==> images/cell_classes.png <==
The bar under the picture is 50 um long. Fill, decap, tap and diode cells in grey.
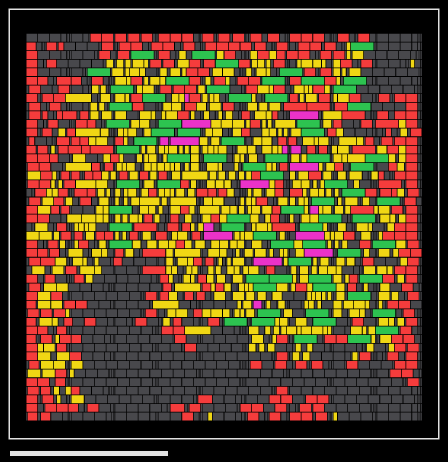
==> images/final_placement.png <==
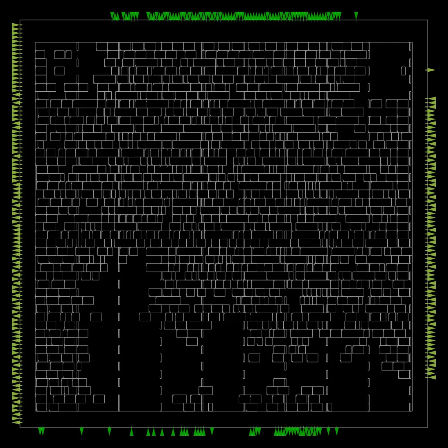
==> images/gate_families.png <==
The bar under the picture is 50 um long.
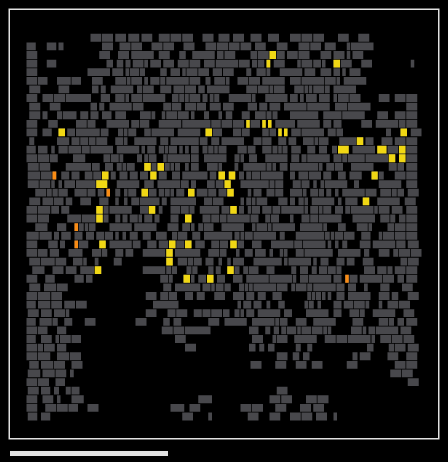
==> images/met4.png <==
The bar under the picture is 50 um long.
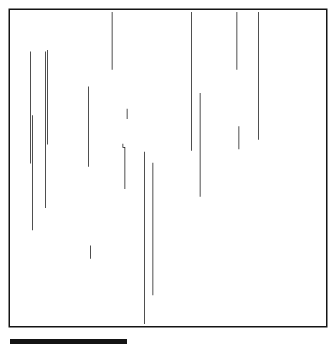
==> images/metal_stack.png <==
The bar under the picture is 50 um long.
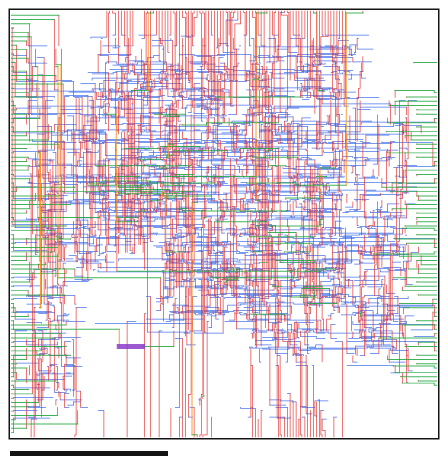
### src/rtl/risc_pkg.sv
// risc_pkg: shared control-word layout and enums for the RISC-V-lite pipeline.
package risc_pkg;
    localparam int CW_RD = 6;
    localparam int CW_WR = 5;
    localparam int CW_SZ_HI = 4;
    localparam int CW_SZ_LO = 3;
    localparam int CW_UNS = 2;
    localparam int CW_WB_HI = 1;
    localparam int CW_WB_LO = 0;
    typedef enum logic [1:0] {SZ_B = 2'b00, SZ_H = 2'b01, SZ_W = 2'b10} mem_size_t;
    typedef enum logic [1:0] {WB_NONE = 2'b00, WB_ALU = 2'b01, WB_MEM = 2'b10, WB_NPC4 = 2'b11} wb_sel_t;
    typedef enum logic [1:0] {IDLE, REQ, WAIT_R, DONE} mem_state_t;
endpackage

### src/rtl/load_store_align.sv
// load_store_align: byte-lane steering for stores and sign/zero extension for loads.
module load_store_align
    import risc_pkg::*;
(
    input  mem_size_t   size,
    input  logic        uns,
    input  logic [1:0]  addr,
    input  logic [31:0] st_data,
    input  logic [31:0] rdata,
    output logic [3:0]  be,
    output logic [31:0] wdata,
    output logic [31:0] ld_data
);
    logic [7:0]  b;
    logic [15:0] h;
    assign b = rdata[{addr, 3'b000} +: 8];
    assign h = addr[1] ? rdata[31:16] : rdata[15:0];
    assign be = size == SZ_B ? 4'b0001 << addr : size == SZ_H ? 4'b0011 << addr : 4'b1111;
    assign wdata = size == SZ_B ? {4{st_data[7:0]}} : size == SZ_H ? {2{st_data[15:0]}} : st_data;
    assign ld_data = size == SZ_B ? {{24{~uns & b[7]}}, b} :
                     size == SZ_H ? {{16{~uns & h[15]}}, h} : rdata;
endmodule

### src/rtl/mem_stage.sv
// mem_stage: RISC-V-lite memory stage with req/gnt/rvalid data port and MEM/WB register.
// Define MEM_TIMEOUT_EN to add a watchdog that aborts stuck accesses through bus_err_o.
module mem_stage
    import risc_pkg::*;
#(
    parameter int N = 32,
    parameter int RD_W = 5,
    parameter int TIMEOUT_CYC = 255
) (
    input  logic            clk,
    input  logic            rst,
    input  logic            pipe_en,
    input  logic [6:0]      cwMEM,
    input  logic [N-1:0]    ALUres,
    input  logic [N-1:0]    Bout,
    input  logic [N-1:0]    NPC4_IN,
    input  logic [RD_W-1:0] Rdest_in,
    output logic            dmem_req,
    output logic            dmem_we,
    output logic [N-1:0]    dmem_addr,
    output logic [3:0]      dmem_be,
    output logic [N-1:0]    dmem_wdata,
    input  logic            dmem_gnt,
    input  logic            dmem_rvalid,
    input  logic [N-1:0]    dmem_rdata,
    output logic            stall_o,
    output logic            misalign_o,
    output logic            bus_err_o,
    output logic [N-1:0]    EXMEMfwd,
    output logic [N-1:0]    wb_data,
    output logic [RD_W-1:0] wb_rd,
    output logic            wb_we
);
    mem_state_t state, state_n;
    mem_size_t  size;
    wb_sel_t    wb_sel;
    logic       mem_rd, mem_wr, is_mem, misalign, access, req_phase, completing, timeout, bus_err;
    logic [N-1:0] ld_ext, ld_q, ld_val;

    if (TIMEOUT_CYC < 1) begin : g_bad_timeout
        $error("TIMEOUT_CYC must be positive");
    end

    assign mem_rd = cwMEM[CW_RD];
    assign mem_wr = cwMEM[CW_WR];
    assign size = mem_size_t'(cwMEM[CW_SZ_HI:CW_SZ_LO]);
    assign wb_sel = wb_sel_t'(cwMEM[CW_WB_HI:CW_WB_LO]);
    assign is_mem = mem_rd | mem_wr;
    assign misalign = is_mem & ((size == SZ_H & ALUres[0]) | (size == SZ_W & ALUres[1:0] != 2'b00));
    assign access = is_mem & ~misalign;
    assign req_phase = state == IDLE | state == REQ;
    // a load with both rd and wr set is treated as a load, so only pure stores finish on gnt
    assign completing = timeout | (req_phase & access & dmem_gnt & ~mem_rd) | (state == WAIT_R & dmem_rvalid);
    assign stall_o = access & state != DONE & ~completing;
    assign misalign_o = misalign;
    assign dmem_req = ~rst & access & req_phase & ~timeout;
    assign dmem_we = mem_wr & ~mem_rd;
    assign dmem_addr = {ALUres[N-1:2], 2'b00};
    assign EXMEMfwd = ALUres;
    assign ld_val = state == DONE ? ld_q : ld_ext;

    load_store_align u_align (
        .size    (size),
        .uns     (cwMEM[CW_UNS]),
        .addr    (ALUres[1:0]),
        .st_data (Bout),
        .rdata   (dmem_rdata),
        .be      (dmem_be),
        .wdata   (dmem_wdata),
        .ld_data (ld_ext)
    );

    always_comb begin
        state_n = state;
        if (completing)
            state_n = pipe_en ? IDLE : DONE;
        else if (req_phase & access)
            state_n = dmem_gnt ? WAIT_R : REQ;
        else if (state == DONE & pipe_en)
            state_n = IDLE;
    end

    always_ff @(posedge clk) begin
        if (rst) begin
            state <= IDLE;
            ld_q <= '0;
        end else begin
            state <= state_n;
            ld_q <= state == WAIT_R & dmem_rvalid ? ld_ext : ld_q;
        end
    end

    always_ff @(posedge clk) begin
        if (rst) begin
            wb_data <= '0;
            wb_rd <= '0;
            wb_we <= 1'b0;
        end else if (pipe_en & ~stall_o) begin
            wb_data <= wb_sel == WB_MEM ? ld_val : wb_sel == WB_NPC4 ? NPC4_IN : ALUres;
            wb_rd <= Rdest_in;
            wb_we <= wb_sel != WB_NONE & ~misalign & ~bus_err & |Rdest_in;
        end
    end

`ifdef MEM_TIMEOUT_EN
    localparam int CNT_W = $clog2(TIMEOUT_CYC + 1) > 8 ? $clog2(TIMEOUT_CYC + 1) : 8;
    logic [CNT_W-1:0] cnt;
    logic             err_q;
    assign timeout = (state == REQ | state == WAIT_R) & cnt == CNT_W'(TIMEOUT_CYC);
    assign bus_err = timeout | err_q;
    always_ff @(posedge clk) begin
        if (rst) begin
            cnt <= '0;
            err_q <= 1'b0;
            bus_err_o <= 1'b0;
        end else begin
            cnt <= (state == REQ | state == WAIT_R) & ~completing ? cnt + 1'b1 : '0;
            err_q <= state_n == DONE & bus_err;
            bus_err_o <= timeout;
        end
    end
`else
    assign timeout = 1'b0;
    assign bus_err = 1'b0;
    assign bus_err_o = 1'b0;
`endif
endmodule

### config.mk
export PLATFORM = sky130hd
export DESIGN_NAME = mem_stage
export DESIGN_NICKNAME = d
export VERILOG_FILES = /design/src/rtl/risc_pkg.sv /design/src/rtl/load_store_align.sv /design/src/rtl/mem_stage.sv
export SDC_FILE = /design/constraint.sdc
export NUM_CORES = 1
export LEC_CHECK = 0
export CORE_MARGIN = 5
export CORE_UTILIZATION = 38
export DETAILED_ROUTE_END_ITERATION = 10
export GPL_ROUTABILITY_DRIVEN = 0
export PLACE_DENSITY = 0.79
export SLEW_MARGIN = 15
export SYNTH_ARGS = -nofsm -noshare
export SYNTH_HDL_FRONTEND = slang
export SYNTH_HIERARCHICAL = 1
export SYNTH_SLANG_ARGS = --single-unit
### constraint.sdc
create_clock -name clk -period 1.8 [get_ports clk]
set_input_delay 0.18 -clock clk [delete_from_list [all_inputs] [get_ports clk]]
set_output_delay 0.18 -clock clk [all_outputs]
set_load 0.02 [all_outputs]
==> reports/metrics.cfg <==
[status]
outcome = finished, final reports clean

[timing]
tightest_slew_ns = 0.584
hold_ws_ns = 0.432

[finish]
lay_top_count = clkdlybuf4s50_1
nMultiInputCombCells = 540
comb_area_share_pct = 39.6

[yosys]
synth_cell_types = 49
edf_count = 0
postSynthAreaPerCell_um2 = 7.87
synth_top_cell_by_count = nand2_1
ys_cells = 758
top_cell_area_share_pct = 24.2
area_leaders = dfxtp_1 (24%), buf_4 (9.3%), nand2_1 (7.6%)

[setup_path]
worst_path_dominant_cell_family = AND-OR/OR-AND gates

[pwr]
combinationalPower_mw = 2.22
pg_seq_mw = 1.74
leakage_nw = 3.85

[place]
hpwl_um = 17400
placed_area_um2 = 9000

[route]
dr.first_iter.drc_count = 678
wl_met3_um = 2200
routed.top_layer = met5

[floorplanning]
fp_util_pct = 38.9

[global_route]
grt_max_degree = 66

[flow_run]
drv_cap = 0

[clock_tree]
cts.path.max_buffers = 2

## Picture notes: cell_classes.png
class	colour	cells	share of their area
flip-flops	green	72	16%
all other logic	yellow	545	41%
clock drivers and dummy loads	magenta	16	3.0%
other buffers and delay cells	red	376	40%

## Picture notes: final_placement.png
Util after Layout: 60.9%
final std cells w/o fill: 1221

## Picture notes: gate_families.png
family	colour	cells
inverters	orange	5
NOR gates	yellow	45

## Picture notes: met4.png
nets with wire on the layer	15
main direction	vertical
wire length on this layer	613 um

## Picture notes: metal_stack.png
layer	colour	wire length
met2	red	11000 um
met4	orange	613 um
met5	purple	7.40 um
met3	green	2200 um
met1	blue	8520 um

==> worst min path at each step <==
| stage | endpoint | slack, ns | cells after the start |
|---|---|---|---|
| finish | wb_data[9]$_SDFFE_PP0P_ | 0.43 | 4 |
| global route | wb_rd[4]$_SDFFE_PP0P_ | 0.45 | 3 |
| CTS | wb_data[10]$_SDFFE_PP0P_ | 0.42 | 4 |
| detailed placement | ld_q[20]$_SDFFE_PP0P_ | 0.45 | 2 |
| global placement | ld_q[4]$_SDFFE_PP0P_ | 0.44 | 2 |
| floorplan | state[1]$_SDFFE_PP0P_ | 0.30 | 1 |
==> cells by family after synthesis <==
kind of cell	synth area share, %
xor+xnor	0.147
flops	24.2
buf+inv	15.2
mux	14.2
fa+ha+maj	0.839
other cells	0.0629
simple gates	22.3
compound gates	23.1
